**config.mk**
```make
export PLATFORM = sky130hd
export DESIGN_NAME = operand_fetch_stage
export DESIGN_NICKNAME = d
export VERILOG_FILES = /design/src/rtl/operand_fetch_stage.sv
export SDC_FILE = /design/constraint.sdc
export NUM_CORES = 2
export LEC_CHECK = 0
export CORE_AREA = 2 2 488 490
export DETAILED_ROUTE_END_ITERATION = 12
export DIE_AREA = 0 0 490 492
export SYNTH_ARGS = -nofsm -noshare
export SYNTH_HDL_FRONTEND = slang
export SYNTH_SLANG_ARGS = --single-unit
```
**constraint.sdc**
```tcl
create_clock -name clk -period 54.6 [get_ports clk]
set_input_delay 8.19 -clock clk [delete_from_list [all_inputs] [get_ports clk]]
set_output_delay 8.19 -clock clk [all_outputs]
set_load 0.03 [all_outputs]
```
**src/rtl/operand_fetch_stage.sv**
```systemverilog
// rtl/operand_fetch_stage.sv - elastic register-access stage between decode and execute
//
// Purpose: holds the integer register file and resolves operands A/B through a
// priority forwarding network. Load-use hazards stall the stage through the
// in_valid/in_ready and out_valid/out_ready handshakes. JALR targets are
// resolved early and a flush path kills the entries held here.
//
// Ports:
//   clk, reset                      clock, asynchronous active-high reset
//   in_valid/in_ready               decode-side handshake
//   rs1, rs2, need_rs1, need_rs2    source indices and "architecturally read" flags
//   use_pc_a, use_imm_b, pc, imm    operand selects, pc and immediate
//   rd_in, is_jalr, ctrl_in         destination, JALR flag, opaque control bundle
//   flush                           kill every entry held in the stage
//   wb_en, wb_rd, wb_data           register-file write port
//   fwd_valid/pending/rd/data       packed forwarding sources, index 0 youngest
//   out_valid/out_ready             execute-side handshake
//   data_a, data_b, rs2_value       resolved operands
//   pc_out, imm_out, rd_out, ctrl_out  passed-through fields
//   jalr_redirect, jalr_target, ret_hint  early JALR redirect
module operand_fetch_stage #(
  parameter int XLEN     = 32,
  parameter int NREG     = 32,
  parameter int FWD_SRCS = 3,
  parameter int CTRL_W   = 16,
  localparam int RW      = $clog2(NREG)
) (
  input  logic                     clk,
  input  logic                     reset,
  input  logic                     in_valid,
  output logic                     in_ready,
  input  logic [RW-1:0]            rs1,
  input  logic [RW-1:0]            rs2,
  input  logic                     need_rs1,
  input  logic                     need_rs2,
  input  logic                     use_pc_a,
  input  logic                     use_imm_b,
  input  logic [XLEN-1:0]          pc,
  input  logic [XLEN-1:0]          imm,
  input  logic [RW-1:0]            rd_in,
  input  logic                     is_jalr,
  input  logic [CTRL_W-1:0]        ctrl_in,
  input  logic                     flush,
  input  logic                     wb_en,
  input  logic [RW-1:0]            wb_rd,
  input  logic [XLEN-1:0]          wb_data,
  input  logic [FWD_SRCS-1:0]      fwd_valid,
  input  logic [FWD_SRCS-1:0]      fwd_pending,
  input  logic [FWD_SRCS*RW-1:0]   fwd_rd,
  input  logic [FWD_SRCS*XLEN-1:0] fwd_data,
  output logic                     out_valid,
  input  logic                     out_ready,
  output logic [XLEN-1:0]          data_a,
  output logic [XLEN-1:0]          data_b,
  output logic [XLEN-1:0]          rs2_value,
  output logic [XLEN-1:0]          pc_out,
  output logic [XLEN-1:0]          imm_out,
  output logic [RW-1:0]            rd_out,
  output logic [CTRL_W-1:0]        ctrl_out,
  output logic                     jalr_redirect,
  output logic [XLEN-1:0]          jalr_target,
  output logic                     ret_hint
);

  logic [XLEN-1:0] rf [NREG];

  // H slot
  logic              h_valid;
  logic [RW-1:0]     h_rs1, h_rs2, h_rd;
  logic              h_need1, h_need2, h_use_pc_a, h_use_imm_b, h_jalr;
  logic [XLEN-1:0]   h_pc, h_imm;
  logic [CTRL_W-1:0] h_ctrl;

  logic [XLEN-1:0] res_a, res_b, jalr_sum;
  logic            pend_a, pend_b, hazard, advance;

  // Returns {pending, value}. The loop runs oldest-to-youngest so the lowest
  // matching index is the last assignment and therefore wins.
  function automatic logic [XLEN:0] resolve(input logic [RW-1:0] s);
    logic [XLEN:0] r;
    r = {1'b0, rf[s]};
    if (wb_en && wb_rd == s) r = {1'b0, wb_data};
    for (int i = FWD_SRCS - 1; i >= 0; i--) begin
      if (fwd_valid[i] && fwd_rd[i*RW +: RW] == s)
        r = {fwd_pending[i], fwd_data[i*XLEN +: XLEN]};
    end
    if (s == '0) r = '0;
    return r;
  endfunction

  always_comb begin
    {pend_a, res_a} = resolve(h_rs1);
    {pend_b, res_b} = resolve(h_rs2);
    hazard   = h_valid && ((h_need1 && pend_a) || (h_need2 && pend_b));
    advance  = h_valid && !hazard && (!out_valid || out_ready);
    jalr_sum = res_a + h_imm;
  end

  // Acceptance may coincide with H advancing into O.
  assign in_ready = !flush && (!h_valid || advance);

  always_ff @(posedge clk or posedge reset) begin
    if (reset) begin
      for (int i = 0; i < NREG; i++) rf[i] <= '0;
    end else if (wb_en && wb_rd != '0) begin
      rf[wb_rd] <= wb_data;
    end
  end

  always_ff @(posedge clk or posedge reset) begin
    if (reset) begin
      h_valid     <= 1'b0;
      h_rs1       <= '0;
      h_rs2       <= '0;
      h_rd        <= '0;
      h_need1     <= 1'b0;
      h_need2     <= 1'b0;
      h_use_pc_a  <= 1'b0;
      h_use_imm_b <= 1'b0;
      h_jalr      <= 1'b0;
      h_pc        <= '0;
      h_imm       <= '0;
      h_ctrl      <= '0;
    end else if (flush) begin
      h_valid <= 1'b0;
    end else if (in_valid && in_ready) begin
      h_valid     <= 1'b1;
      h_rs1       <= rs1;
      h_rs2       <= rs2;
      h_rd        <= rd_in;
      h_need1     <= need_rs1;
      h_need2     <= need_rs2;
      h_use_pc_a  <= use_pc_a;
      h_use_imm_b <= use_imm_b;
      h_jalr      <= is_jalr;
      h_pc        <= pc;
      h_imm       <= imm;
      h_ctrl      <= ctrl_in;
    end else if (advance) begin
      h_valid <= 1'b0;
    end
  end

  always_ff @(posedge clk or posedge reset) begin
    if (reset) begin
      out_valid     <= 1'b0;
      data_a        <= '0;
      data_b        <= '0;
      rs2_value     <= '0;
      pc_out        <= '0;
      imm_out       <= '0;
      rd_out        <= '0;
      ctrl_out      <= '0;
      jalr_redirect <= 1'b0;
      jalr_target   <= '0;
      ret_hint      <= 1'b0;
    end else begin
      // Redirect is a single-cycle pulse; ret_hint only means something with it.
      jalr_redirect <= 1'b0;
      ret_hint      <= 1'b0;
      if (flush) begin
        out_valid <= 1'b0;
      end else if (advance) begin
        out_valid <= 1'b1;
        data_a    <= h_use_pc_a ? h_pc : res_a;
        data_b    <= h_use_imm_b ? h_imm : res_b;
        rs2_value <= res_b;
        pc_out    <= h_pc;
        imm_out   <= h_imm;
        rd_out    <= h_rd;
        ctrl_out  <= h_ctrl;
        if (h_jalr) begin
          jalr_redirect <= 1'b1;
          jalr_target   <= {jalr_sum[XLEN-1:1], 1'b0};
          ret_hint      <= (h_rd == '0) && (h_rs1 == RW'(1) || h_rs1 == RW'(5));
        end
      end else if (out_ready) begin
        out_valid <= 1'b0;
      end
    end
  end

endmodule

```
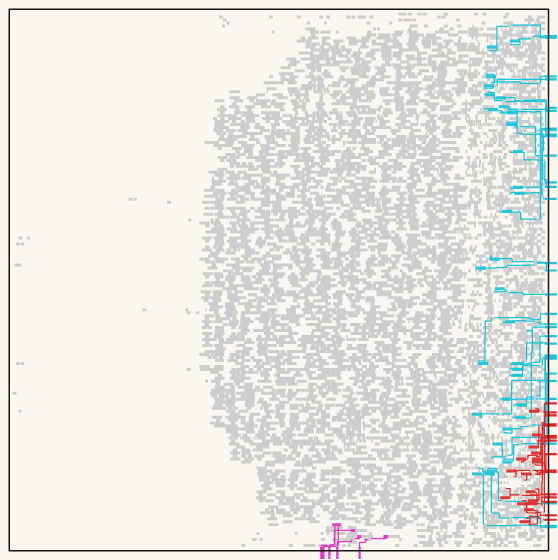
*Port wiring*
Cyan marks data_b, direction output, edge east, end cells 32, buffers 32, wire 2430 µm. Magenta marks rs2, direction input, edge south, end cells 5, buffers 5, wire 161 µm. Red marks ctrl_out, direction output, edge east, end cells 16, buffers 16, wire 625 µm.
input/output buffers: 475
IO Pins: 477

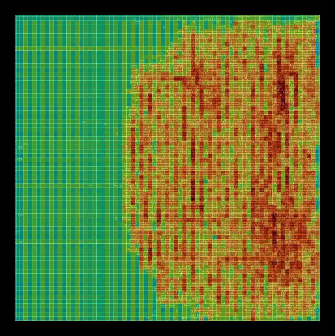
*Routing congestion map*
met3 usage: 0.0432
met2 Track Usage GR: 0.334
per-cell routed wire length: 29.3 µm
Tot GR Track Use: 0.204
GRT busiest layer: met2

==> results_dict.tcl <==
# yosys + openroad results
set metrics [dict create \
    status "completed" \
    largest_register_ffs 1024 \
    ys_cells 4974 \
    ys.flop_type "dfrtp_1" \
    crit_family "simple AND/OR/NAND/NOR gates" \
    fp.coreArea_um2 236000 \
    nClkBuffers 191 \
    rr_worst_depth 21 \
    largestClassByArea "logic gates" \
    p_comb_mw 1.25 \
    cts_sinks 1340 \
    max_slew.worst_pin.slew_ns 1.24 \
    globalplace.congestion 0.974 \
    hpwl_um 162000 \
    regMostFlops "rf" \
    logic_family "multiplexers" \
    mux_share 0.393 \
    p_sw_mw 1.24 \
    cts_htree_levels 4 \
    post_cts_buffers 0 \
    sequentialPowerShare 0.382 \
    power_leader "registers" \
    buffer_area_frac 0.0710 \
    clk_share 0.0557 \
    finClkSkew_ns 0.0282 \
    rsz0062_at_grt "false" \
    layout_top_cell "dfrtp_1" \
    ys_area_um2 70300 \
    syn_inst 4974 \
    syn_avg_cell_area_um2 14.1 \
    final_antenna_net_count 0 \
    dr.pass1.iters 8 \
    placed_area_um2 78400 \
    cp-start-kind "input port" \
    synthesis.area_um2 70300 \
    setup_ws_ns 33.97 \
    slew_headroom 0.173 \
]
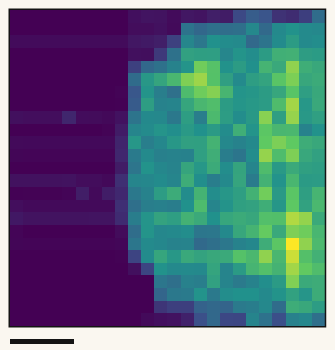
*Wire density map*
The bar under the picture is 100 µm long. The die is cut into 24 by 25 equal tiles; dark purple is low, yellow is high, scaled to the fullest tile. Values are wire area over tile area, all layers added.
33% of the tiles are over half the peak. 28% of the tiles are nearly empty. The emptiest ninth of the die: south-west. The fullest tile reaches 0.55. The mean over all tiles is 0.17.

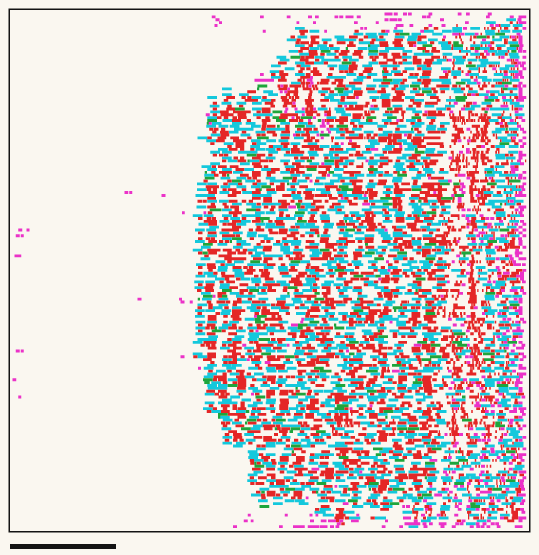
*Placement by cell class*
The bar under the picture is 100 µm long.
Magenta marks other buffers and delay cells, cells 613. Green marks clock drivers and dummy loads, cells 245. Cyan marks flip-flops, cells 1340. Red marks all other logic, cells 3122.
Layout Utilization: 0.351
sequential share of cell area: 0.404
design area: 83000 µm²

